Figure 1. Ports around the boundary.
(2 px per µm) Pins as bars across the die edge, other pins in grey.
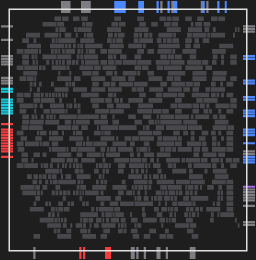
Figure 2. Cell classes on the final placement.
(3 px per µm) Fill, decap, tap and diode cells in grey.
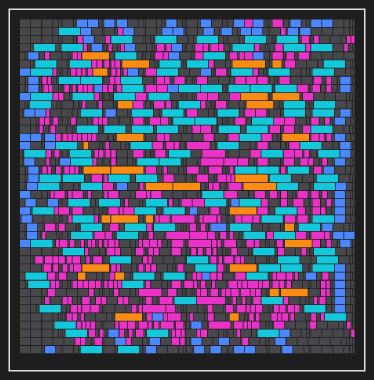
<file path="config.mk">
export PLATFORM = sky130hd
export DESIGN_NAME = ssk_l3_cmd_issuer
export DESIGN_NICKNAME = d
export VERILOG_FILES = /design/src/rtl/ssk_l3_cmd_issuer.sv
export SDC_FILE = /design/constraint.sdc
export NUM_CORES = 1
export LEC_CHECK = 0
export CORE_AREA = 3 3 115 117
export DETAILED_ROUTE_END_ITERATION = 12
export DIE_AREA = 0 0 118 120
export PLACE_DENSITY_LB_ADDON = 0.08
export REMOVE_ABC_BUFFERS = 1
export SLEW_MARGIN = 20
export SYNTH_ARGS = -nofsm -noshare
export SYNTH_HDL_FRONTEND = slang
export SYNTH_SLANG_ARGS = --single-unit
</file>
<file path="constraint.sdc">
create_clock -name clk -period 4.83 [get_ports clk]
set_input_delay 0.483 -clock clk [delete_from_list [all_inputs] [get_ports clk]]
set_output_delay 0.483 -clock clk [all_outputs]
set_load 0.01 [all_outputs]
</file>
<file path="src/rtl/ssk_l3_cmd_issuer.sv">
// ---------------------------------------------------------------------------
// ssk_l3_cmd_issuer
// L3-side initiator for the session-key core command interface.
// Collects a 5-byte command header from the SPI byte receiver, strobes the
// command into the core, packs write payload bytes into 32-bit words and
// finally returns one status byte to the SPI transmitter.
//
// Optional feature macro: SSK_ISSUER_TIMEOUT_EN
//   defined   : response-wait timeout of TIMEOUT_CYC cycles, status STS_TMO
//   undefined : WAIT_OPEN / WAIT_RESP wait until a core event or an abort
//
// Ports
//   clk, rst_n              clock, synchronous active-low reset
//   clr_ssk, ss_expire      abort to header parsing (highest priority)
//   rx_valid/rx_data/rx_rdy SPI receive byte handshake
//   cmd_rdy/cmd_en          core command handshake (cmd_en is a 1-cycle strobe)
//   cmd_op/cmd_extend/wr_size  registered header fields
//   wr_open/rd_open         core grants for write / read
//   wr_en/wr_data           payload word strobe, first byte in [7:0]
//   resp_done/resp_err      core response strobe and error code
//   tx_valid/tx_data/tx_rdy SPI transmit status-byte handshake
// ---------------------------------------------------------------------------
`timescale 1ns/1ps
module ssk_l3_cmd_issuer #(
  parameter logic [15:0] TIMEOUT_CYC = 16'd4096,
  parameter logic [7:0]  STS_RD_OK   = 8'h80,
  parameter logic [7:0]  STS_TMO     = 8'hFF
) (
  input  logic        clk,
  input  logic        rst_n,
  input  logic        clr_ssk,
  input  logic        ss_expire,
  input  logic        rx_valid,
  input  logic [7:0]  rx_data,
  output logic        rx_rdy,
  input  logic        cmd_rdy,
  output logic        cmd_en,
  output logic [7:0]  cmd_op,
  output logic [15:0] cmd_extend,
  output logic [15:0] wr_size,
  input  logic        wr_open,
  input  logic        rd_open,
  output logic        wr_en,
  output logic [31:0] wr_data,
  input  logic        resp_done,
  input  logic [1:0]  resp_err,
  output logic        tx_valid,
  output logic [7:0]  tx_data,
  input  logic        tx_rdy
);

  typedef enum logic [2:0] {
    ST_HDR       = 3'd0,
    ST_ISSUE     = 3'd1,
    ST_WAIT_OPEN = 3'd2,
    ST_PAYLOAD   = 3'd3,
    ST_WAIT_RESP = 3'd4,
    ST_STATUS    = 3'd5
  } state_e;

  state_e      state_r;
  logic [2:0]  idx_r;    // header byte index in HDR, payload lane (bits [1:0]) in PAYLOAD
  logic [15:0] rem_r;    // payload bytes still to be received
  logic [31:0] word_r;   // partially packed payload word
  logic [31:0] word_s;   // word_r with the current rx byte merged in
  logic        rx_hs_s;
  logic        abort_s;

`ifdef SSK_ISSUER_TIMEOUT_EN
  logic [15:0] tmo_r;
  logic        tmo_hit_s;
`else
  logic        unused_cfg_s;
  assign unused_cfg_s = ^{TIMEOUT_CYC, STS_TMO};
`endif

  // Core error code widened to a status byte.
  function automatic logic [7:0] err_status(input logic [1:0] err);
    return {6'b000000, err};
  endfunction

  assign rx_hs_s = rx_valid & rx_rdy;
  assign abort_s = clr_ssk | ss_expire;

`ifdef SSK_ISSUER_TIMEOUT_EN
  assign tmo_hit_s = (tmo_r == (TIMEOUT_CYC - 16'd1));
`endif

  // Merge the incoming payload byte into its lane of the word being packed.
  always_comb begin
    word_s = word_r;
    case (idx_r[1:0])
      2'd0:    word_s[7:0]   = rx_data;
      2'd1:    word_s[15:8]  = rx_data;
      2'd2:    word_s[23:16] = rx_data;
      2'd3:    word_s[31:24] = rx_data;
      default: word_s        = word_r;
    endcase
  end

  // Command sequencer: header parse, issue, payload packing, status return.
  always_ff @(posedge clk) begin
    if (!rst_n) begin
      state_r    <= ST_HDR;
      idx_r      <= 3'd0;
      rem_r      <= 16'd0;
      word_r     <= 32'd0;
      rx_rdy     <= 1'b0;
      cmd_en     <= 1'b0;
      cmd_op     <= 8'd0;
      cmd_extend <= 16'd0;
      wr_size    <= 16'd0;
      wr_en      <= 1'b0;
      wr_data    <= 32'd0;
      tx_valid   <= 1'b0;
      tx_data    <= 8'd0;
`ifdef SSK_ISSUER_TIMEOUT_EN
      tmo_r      <= 16'd0;
`endif
    end else if (abort_s) begin
      // rx_rdy drops so no byte is taken while an abort is still asserted.
      state_r  <= ST_HDR;
      idx_r    <= 3'd0;
      word_r   <= 32'd0;
      rx_rdy   <= 1'b0;
      cmd_en   <= 1'b0;
      wr_en    <= 1'b0;
      tx_valid <= 1'b0;
`ifdef SSK_ISSUER_TIMEOUT_EN
      tmo_r    <= 16'd0;
`endif
    end else begin
      cmd_en <= 1'b0;
      wr_en  <= 1'b0;
`ifdef SSK_ISSUER_TIMEOUT_EN
      // Counter restarts from zero on every entry to a wait state.
      if ((state_r != ST_WAIT_OPEN) && (state_r != ST_WAIT_RESP)) begin
        tmo_r <= 16'd0;
      end
`endif
      case (state_r)
        ST_HDR: begin
          rx_rdy <= 1'b1;
          if (rx_hs_s) begin
            case (idx_r)
              3'd0:    cmd_op           <= rx_data;
              3'd1:    cmd_extend[15:8] <= rx_data;
              3'd2:    cmd_extend[7:0]  <= rx_data;
              3'd3:    wr_size[15:8]    <= rx_data;
              3'd4:    wr_size[7:0]     <= rx_data;
              default: cmd_op           <= cmd_op;
            endcase
            if (idx_r == 3'd4) begin
              idx_r  <= 3'd0;
              rx_rdy <= 1'b0;
              // Skip ISSUE when the core is already ready: one-cycle latency.
              if (cmd_rdy) begin
                cmd_en  <= 1'b1;
                state_r <= ST_WAIT_OPEN;
              end else begin
                state_r <= ST_ISSUE;
              end
            end else begin
              idx_r <= idx_r + 3'd1;
            end
          end
        end

        ST_ISSUE: begin
          rx_rdy <= 1'b0;
          if (cmd_rdy) begin
            cmd_en  <= 1'b1;
            state_r <= ST_WAIT_OPEN;
          end
        end

        ST_WAIT_OPEN: begin
          rx_rdy <= 1'b0;
          // resp_done outranks the grants so an error always reaches the host.
          if (resp_done) begin
            tx_valid <= 1'b1;
            tx_data  <= err_status(resp_err);
            state_r  <= ST_STATUS;
          end else if (rd_open) begin
            tx_valid <= 1'b1;
            tx_data  <= STS_RD_OK;
            state_r  <= ST_STATUS;
          end else if (wr_open) begin
            if (wr_size != 16'd0) begin
              rem_r   <= wr_size;
              idx_r   <= 3'd0;
              word_r  <= 32'd0;
              rx_rdy  <= 1'b1;
              state_r <= ST_PAYLOAD;
            end else begin
              state_r <= ST_WAIT_RESP;
`ifdef SSK_ISSUER_TIMEOUT_EN
              tmo_r   <= 16'd0;
`endif
            end
          end
`ifdef SSK_ISSUER_TIMEOUT_EN
          else if (tmo_hit_s) begin
            tx_valid <= 1'b1;
            tx_data  <= STS_TMO;
            state_r  <= ST_STATUS;
          end else begin
            tmo_r <= tmo_r + 16'd1;
          end
`endif
        end

        ST_PAYLOAD: begin
          if (wr_en) begin
            // Word strobe cycle: rx_rdy was low, decide whether more bytes follow.
            if (rem_r == 16'd0) begin
              rx_rdy  <= 1'b0;
              state_r <= ST_WAIT_RESP;
            end else begin
              rx_rdy <= 1'b1;
            end
          end else if (rx_hs_s) begin
            rem_r <= rem_r - 16'd1;
            if ((idx_r[1:0] == 2'd3) || (rem_r == 16'd1)) begin
              wr_en   <= 1'b1;
              wr_data <= word_s;
              word_r  <= 32'd0;
              idx_r   <= 3'd0;
              rx_rdy  <= 1'b0;
            end else begin
              word_r <= word_s;
              idx_r  <= idx_r + 3'd1;
            end
          end else begin
            rx_rdy <= 1'b1;
          end
        end

        ST_WAIT_RESP: begin
          rx_rdy <= 1'b0;
          if (resp_done) begin
            tx_valid <= 1'b1;
            tx_data  <= err_status(resp_err);
            state_r  <= ST_STATUS;
          end
`ifdef SSK_ISSUER_TIMEOUT_EN
          else if (tmo_hit_s) begin
            tx_valid <= 1'b1;
            tx_data  <= STS_TMO;
            state_r  <= ST_STATUS;
          end else begin
            tmo_r <= tmo_r + 16'd1;
          end
`endif
        end

        ST_STATUS: begin
          rx_rdy <= 1'b0;
          if (tx_valid && tx_rdy) begin
            tx_valid <= 1'b0;
            idx_r    <= 3'd0;
            rx_rdy   <= 1'b1;
            state_r  <= ST_HDR;
          end
        end

        default: begin
          rx_rdy   <= 1'b0;
          tx_valid <= 1'b0;
          idx_r    <= 3'd0;
          state_r  <= ST_HDR;
        end
      endcase
    end
  end

endmodule
</file>
==> flow_summary.ini <==
; synthesis and place-and-route metrics
[logic_synthesis]
ff_type = dfxtp_1
ys_area_um2 = 6090
ys.flops = 133
synth_cells = 671
synth_top_cell_by_area = dfxtp_1
synth.avg_cell_area_um2 = 9.08
yosysMostFrequentCell = dfxtp_1
synth_warnings = 0
async_flop_share_pct = 0
synth-edff-count = 0
yosys-top-cells-count = dfxtp_1, a21oi_1, nand2_1
synthTopCellsByArea = dfxtp_1, mux2i_1, a21oi_1
ys_cells = 671

[die]
die_w_um = 118
die_y_um = 120
taps = 172
initCoreUtil_pct = 48.9
core_um2 = 12500
io_pins = 104

[critical_path]
r2r-start = rem_r[8]$_SDFFE_PN0P_
critPathArrivalTime_ps = 3120
worstPathRequired_ps = 5080
r2r_cells = 6
critPathMaxFanout = 17
crit_end = wr_data[18]$_SDFFE_PN0P_
cpPeakStageDelay_ps = 700
start_kind = flop
critical_path_class = reg -> reg

[global_route]
use_met3_pct = 5.28
gr-total-overflow = 0
grt_pass1_wl_mm = 26.9
grt_use_total_pct = 23.4
grt_pass1_vias = 5167
grt_max_degree = 89
antenna_found_initial = 0
grtUsageMet2_pct = 38.4
grt.busiest_layer = met2

[timing]
hold_viol = 0
rsz0062_at_grt = no
tightest_slew_ps = 1070
setup_tns_ps = 0
max_freq_mhz = 348
whs_ps = 453
period_minus_slack_ps = 2870
setup_ws_ps = 1960

[layout]
flop_area_um2 = 2660
comb_area_um2 = 3110
buf_share_pct = 13.3
seq_cells = 133
final_cells = 916
dominant_cells = combinational gates
final_area_um2 = 7700
most-common-layout-cells = dfxtp_1, clkdlybuf4s50_1, a21oi_1
num-clock-buffers = 19
diodes = 0
reg_top3 = word_r: 32 flops, wr_data: 32 flops
seq_area_share_pct = 34.6
logic_gates = 466
n_all_buffers = 103
fill_cells = 1101
drive_gt1_share_pct = 8.60
clkCellAreaFrac_pct = 8.39

[pwr]
p_comb_mw = 0.0805
switching_power_mw = 0.554
swShare_pct = 21.5
p_per_area_nw_per_um2 = 335
power_frac_clock_pct = 54.2
share_seq_of_total_power_pct = 42.7
p_comb_share_pct = 3.1
peakVddDrop_uv = 226
finalPower_mw = 2.58
p_leak_nw = 2.61

[cts]
post_cts_buffers = 0
cts.htree.levels = 4
cts_sinks = 133
cts-root-buf = clkbuf_16
cts_tree = yes
clk_pin_slew_ps = 60

[route]
drtAntennaViolNets = 0
drt_iter0_drc = 320
drc = 0
wl_per_cell_um = 18.0

[placement]
port-buffer-count = 98
hpwl_mm = 10.8
placed_cell_area_um2 = 7040
pre_cts_ws_ps = 1750
dp_cells = 884

[min_path]
hold_end = tx_data[0]$_SDFFE_PN0P_
hp-start = tx_data[0]$_SDFFE_PN0P_
whs_path_depth = 2

[status]
status = finished clean
Notes on Figure 1 above:
[red] wr_size | pins: 16 | direction: output | edge: 11 left, 5 bottom
[cyan] cmd_op | pins: 8 | direction: output | edge: left
[blue] wr_data | pins: 32 | direction: output | edge: 16 top, 16 right
[purple] tx_valid | pins: 1 | direction: output | edge: right

Notes on Figure 2 above:
[magenta] remaining logic cells | cells: 476 | share of their area: 42%
[orange] clock drivers and dummy loads | cells: 32 | share of their area: 8.6%
[cyan] registers | cells: 133 | share of their area: 36%
[blue] remaining buffers and delay cells | cells: 103 | share of their area: 14%

[kinds of logic after synthesis]
logic type | synth area share (%)
buf+inv | 5.83
compound gates | 23.2
mux | 8.22
xor+xnor | 0.144
fa+ha+maj | 1.64
other cells | 0.0616
simple gates | 17.2
flops | 43.7
[worst max-delay path: cells and delay by family, from the launching register on]
kind / cells / cell delay (ps)
buffers and inverters: 1 / 250
and+or+nand+nor: 3 / 1770
AOI/OAI and AO/OA: 2 / 310
DFF: 1 / 370
[layer usage]
metal	share of wire, %	routed length [µm]
met2	49	8060
met1	45	7350
met3	5.0	829
met4	1.5	244
met5	0	0
